==> config.mk <==
export PLATFORM = sky130hd
export DESIGN_NAME = mem_port_arbiter_flat
export DESIGN_NICKNAME = d
export VERILOG_FILES = /design/src/rtl/mem_port_arbiter_pkg.sv /design/src/rtl/mem_port_arbiter_if.sv /design/src/rtl/mem_port_arbiter.sv /design/src/flat_wrapper.sv
export SDC_FILE = /design/constraint.sdc
export NUM_CORES = 1
export LEC_CHECK = 0
export ABC_AREA = 1
export CORE_ASPECT_RATIO = 0.6
export CORE_UTILIZATION = 43
export DETAILED_ROUTE_END_ITERATION = 16
export GPL_TIMING_DRIVEN = 0
export HOLD_SLACK_MARGIN = 0.03
export PLACE_DENSITY = 0.88
export SYNTH_ARGS = -nofsm -noshare
export SYNTH_HDL_FRONTEND = slang
export SYNTH_SLANG_ARGS = --single-unit
==> constraint.sdc <==
create_clock -name clk -period 1.8 [get_ports clk]
set_input_delay 0.18 -clock clk [delete_from_list [all_inputs] [get_ports clk]]
set_output_delay 0.18 -clock clk [all_outputs]
set_load 0.05 [all_outputs]
**Run 1: gate families picked out**

Bar = 50 um.
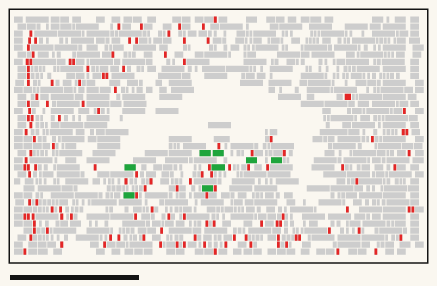
legend:
  red:
    family: inv cells
    cells: 133
    most_used: inv_1
    where: all over the die
  green:
    family: fa/ha/maj cells
    cells: 8
    most_used: ha_1
    where: middle
final non-filler cell total: 1299
combinational share of cell area: 0.207

**Run 1: routing congestion map**

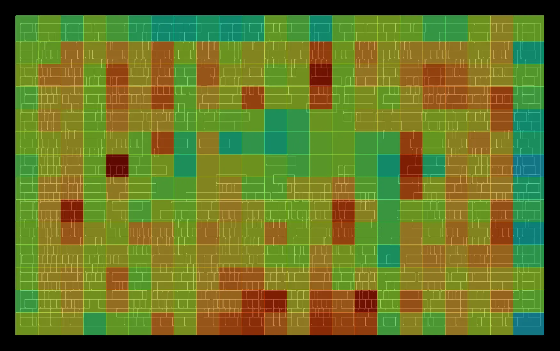
met3 GRT Util: 0.0679
Finished Core Util: 0.696

**Run 1: sequential cells coloured by netlist name**

Bar = 50 um. Other sequential cells in the stronger grey, the rest of the logic in the fainter grey.
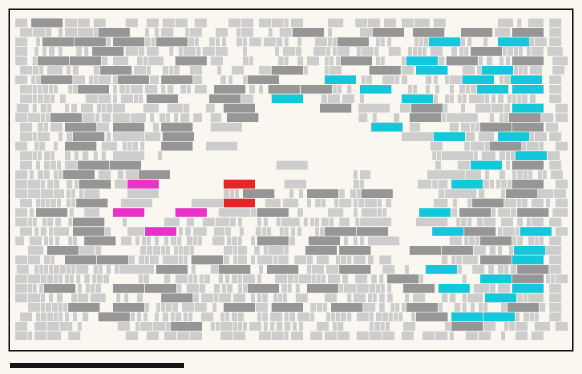
legend:
  red:
    signal: u_core.r_owner
    flops: 2
  magenta:
    signal: u_core.r_streak
    flops: 4
    where: left middle
  cyan:
    signal: u_core.bus.ma_rdata
    flops: 32
    where: a column on the right
Flop area: 0.00370 sq mm
Seq. pwr: 5.73 mW
Seq/total area: 0.362

==> results.json, run 1 <==
{
  "p_seq_frac": 0.278,
  "pre_cts_slack_ns": 0.0210,
  "cts_max_level": 4,
  "finClkSkew_ns": 0.0133,
  "grt_pass1_vias": 6134,
  "top_layer": "met4",
  "status": "completed",
  "root_buffer": "clkbuf_16",
  "r2r_setup_slack_ns": 0.14,
  "drtIter0Drc": 468,
  "fillers": 1132,
  "fp.dieW_um": 161,
  "globalRouteTotalUtil": 0.241,
  "ys_warn_count": 0,
  "synth_nets": 941,
  "drtAntennaViolNets": 0,
  "drt-total-wl_um": 18600,
  "mux_area_frac": 0,
  "fp_util": 0.446,
  "num_vias": 6214,
  "cpLargestDelayFamily": "buffers and inverters",
  "wl_met2_um": 9090,
  "clock_path_buffers": 2,
  "comb_power_share": 0.556,
  "ir_drop_uv": 1120,
  "critPathMaxStageDelay_ns": 0.82,
  "lay_top_cells": "nand2_1 (257), clkdlybuf4s50_1 (231), dfrtp_1 (148), inv_1 (131), nand3_1 (72)",
  "cap_violations": 0,
  "ys_cells": 796,
  "crit_fanout": 2,
  "buffers": 313,
  "gp_congestion": 0.833,
  "p_sw_mw": 10.1,
  "logic_area_sq_mm": 0.00212,
  "fmax_mhz": 563,
  "finalWorstSetupSlack_ns": 0.0237,
  "worst-path-stages": 1,
  "fin_crit_ns": 1.78,
  "lay_top_count": "nand2_1",
  "dieHeight_um": 97.5,
  "signal_buffer_area_fraction": 0.300,
  "via_per_inst": 4.78,
  "critPathRequiredTime_ns": 1.62,
  "antenna_found_initial": 0,
  "gr-total-overflow": 0,
  "cts_setup_buffers": 0,
  "top_usage_layer": "met2",
  "wl_met3_um": 1300,
  "drc": 0,
  "clock_sinks": 148,
  "num-nonclk-inverters": 133,
  "critPathArrivalTime_ns": 1.60,
  "power_leader": "combinational logic",
  "report.final.hold_viol_count": 0
}
[run 1: Yosys cell counts (all sizes together)]
master / count / area [sq um]
o22ai: 2 / 12.5
clkbuf: 11 / 41.3
nand2: 259 / 977
nor2: 35 / 141
ha: 8 / 100
nand3: 75 / 393
a21oi: 23 / 115
buf: 29 / 188
clkinv: 1 / 3.75
inv: 132 / 495
xnor2: 1 / 8.76
dfrtp: 148 / 3700
o21ai: 72 / 360
[run 1: repair_timing]
action,in CTS,in global routing
cloned,0,0
endpoints found under the hold margin,74,0
endpoints found under the setup margin,4,129
gates resized,4,50
hold buffers,1,0
[run 1: cell families (layout without fill, tap and decap cells)]
family,after synthesis,after routing
AND-OR/OR-AND,97,97
buffers and inverters,173,478
XOR/XNOR,1,1
adder cells (fa/ha/maj),8,8
flip-flops,148,148
AND/OR/NAND/NOR,369,369
--- run 2 (diff from run 1) ---
CAP_MARGIN = 20   (was default)
**Run 2: sequential cells coloured by netlist name**

Bar = 50 um. Other sequential cells in the stronger grey, the rest of the logic in the fainter grey.
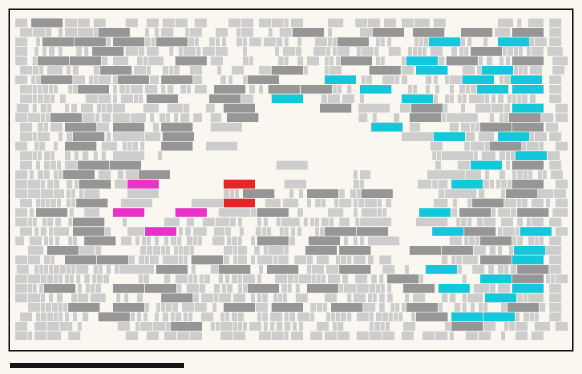
legend:
  magenta:
    signal: u_core.r_streak
    flops: 4
    where: left middle
  red:
    signal: u_core.r_owner
    flops: 2
  cyan:
    signal: u_core.bus.ma_rdata
    flops: 32
    where: a column on the right
not coloured: 110

==> run 2 against run 1 <==
Global-route usage is the same. Via count is the same. Sequential share of layout area did not move. Register-to-register slack is essentially flat. Synthesized area stayed put. Count of clock-buffer cells in the layout unchanged. Largest cell class unchanged. Worst hold slack stayed put. Clock power about the same. Synthesized cell count unchanged. Fmax is the same. Core utilization stayed put. Clock skew unchanged.
==> results.json, run 2 <==
{
  "routedWlPerCell_um": 14.3,
  "report.final.hold_viol_count": 0,
  "top_area_cell": "dfrtp_1",
  "ys_cells": 796,
  "drtPass1Iterations": 5,
  "fmax_mhz": 563,
  "fp.dieW_um": 161,
  "synth_nets": 941,
  "globalRouteTotalUtil": 0.241,
  "top_cell": "nand2_1",
  "period_used_share": 0.987,
  "stdcell_count": 1299,
  "cts_hold_buf": 1,
  "fin_crit_ns": 1.78,
  "p_sw_mw": 10.1,
  "finClkSkew_ns": 0.0133,
  "critPathArrivalTime_ns": 1.60,
  "postCtsResizedCells": 4,
  "drtAntennaViolNets": 0,
  "comb_cell_power_mw": 11.4,
  "dp_cells": 1266,
  "regArea_sq_mm": 0.00370,
  "drtIter0Drc": 468,
  "r2r_cells": 8,
  "ys_warn_count": 0,
  "dieHeight_um": 97.5,
  "die_area_sq_mm": 0.0157,
  "netlist.area_leader.share": 0.566,
  "buffers": 313,
  "finalWorstSetupSlack_ns": 0.0237,
  "cap_violations": 0,
  "clock.latency.late_pin_ns": 0.41,
  "numSynthFlops": 148,
  "antenna_found_initial": 0,
  "drv_slew": 0,
  "grt_pass1_vias": 6134,
  "post-route-cell-area_sq_mm": 0.0102,
  "ys_top_cells_by_count": "nand2_1 (257), dfrtp_1 (148), inv_1 (131), nand3_1 (73), o21ai_0 (65)",
  "finalNetCount": 1233,
  "via_per_inst": 4.78,
  "power.share.switching": 0.490,
  "fp_util": 0.446,
  "gr-total-overflow": 0,
  "root_buffer": "clkbuf_16",
  "gp_congestion": 0.833,
  "ff_type": "dfrtp_1",
  "lay_top_cells": "nand2_1 (257), clkdlybuf4s50_1 (231), dfrtp_1 (148), inv_1 (131), nand3_1 (72)",
  "crit_fanout": 2,
  "ys_async_sr_fraction": 1.00,
  "comb_power_share": 0.556,
  "power_leader": "combinational logic",
  "p_seq_frac": 0.278,
  "cpLargestDelayFamily": "buffers and inverters",
  "top_cells_by_area": "dfrtp_1 (57%), nand2_1 (15%), inv_1 (7.5%), nand3_1 (5.6%), o21ai_0 (5.0%)",
  "num_vias": 6214,
  "num_antenna_cells": 0,
  "clock_sinks": 148,
  "logic_area_sq_mm": 0.00212,
  "clock_path_buffers": 2,
  "pre_cts_slack_ns": 0.0210,
  "seq_share": 0.362,
  "critPathMaxStageDelay_ns": 0.82,
  "cts_setup_buffers": 0,
  "r2r_setup_slack_ns": 0.14,
  "cp-end-kind": "output port",
  "p_clk_mw": 3.41,
  "num-nonclk-inverters": 133,
  "cts_max_level": 4,
  "status": "completed",
  "seq-power_mw": 5.73,
  "edf_count": 0,
  "yosys.area_share.adder": 0.0153,
  "drt-total-wl_um": 18600,
  "ir_drop_uv": 1120,
  "fillers": 1132,
  "worst-path-stages": 1,
  "final_util": 0.696,
  "avgSynthCellArea_sq_um": 8.22,
  "sh_comb_area": 0.207,
  "yosysSeqAreaShare": 0.566,
  "signal_buffer_area_fraction": 0.300,
  "mux_area_frac": 0,
  "critPathRequiredTime_ns": 1.62,
  "drc": 0
}
**Run 2: gate families picked out**

Bar = 50 um.
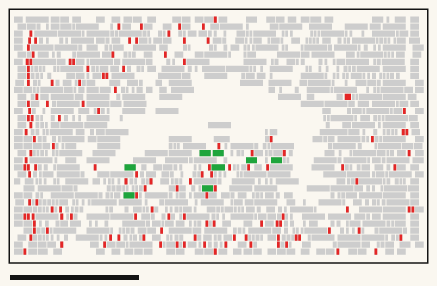
legend:
  green:
    family: fa/ha/maj cells
    cells: 8
    most_used: ha_1
    where: middle
  red:
    family: inv cells
    cells: 133
    most_used: inv_1
    where: all over the die
Top cell excl fill/tap: nand2_1

## run 2: cells by family (layout without fill, tap and decap cells)
family                     after synthesis  count (layout)
DFF                                    148             148
buffers and inverters                  173             478
xor gates and xnor gates                 1               1
and+or+nand+nor                        369             369
AOI/OAI and AO/OA                       97              97
adders and majority gates                8               8
## run 2: per-layer routing
metal / vias up / wire, um / GRT usage
li1: 3019 / - / -
met1: 2934 / 8040 / 0.308
met2: 245 / 9090 / 0.404
met3: 16 / 1300 / 0.0679
met4: 0 / 152 / 0.0588
met5: - / 0 / 0
## run 2: stage by stage
step	TNS (ns)	power, mW	hold WS [ns]
after floorplan	0	13.1	-0.116
after global placement	-789.85	17.0	0.462
after detailed placement	0	17.3	0.246
after CTS	0	20.7	0.158
after global routing	-0.00446	21.6	0.191
final	0	20.6	0.184
Power figures rest on the tool's default switching activity, not on a simulated workload.
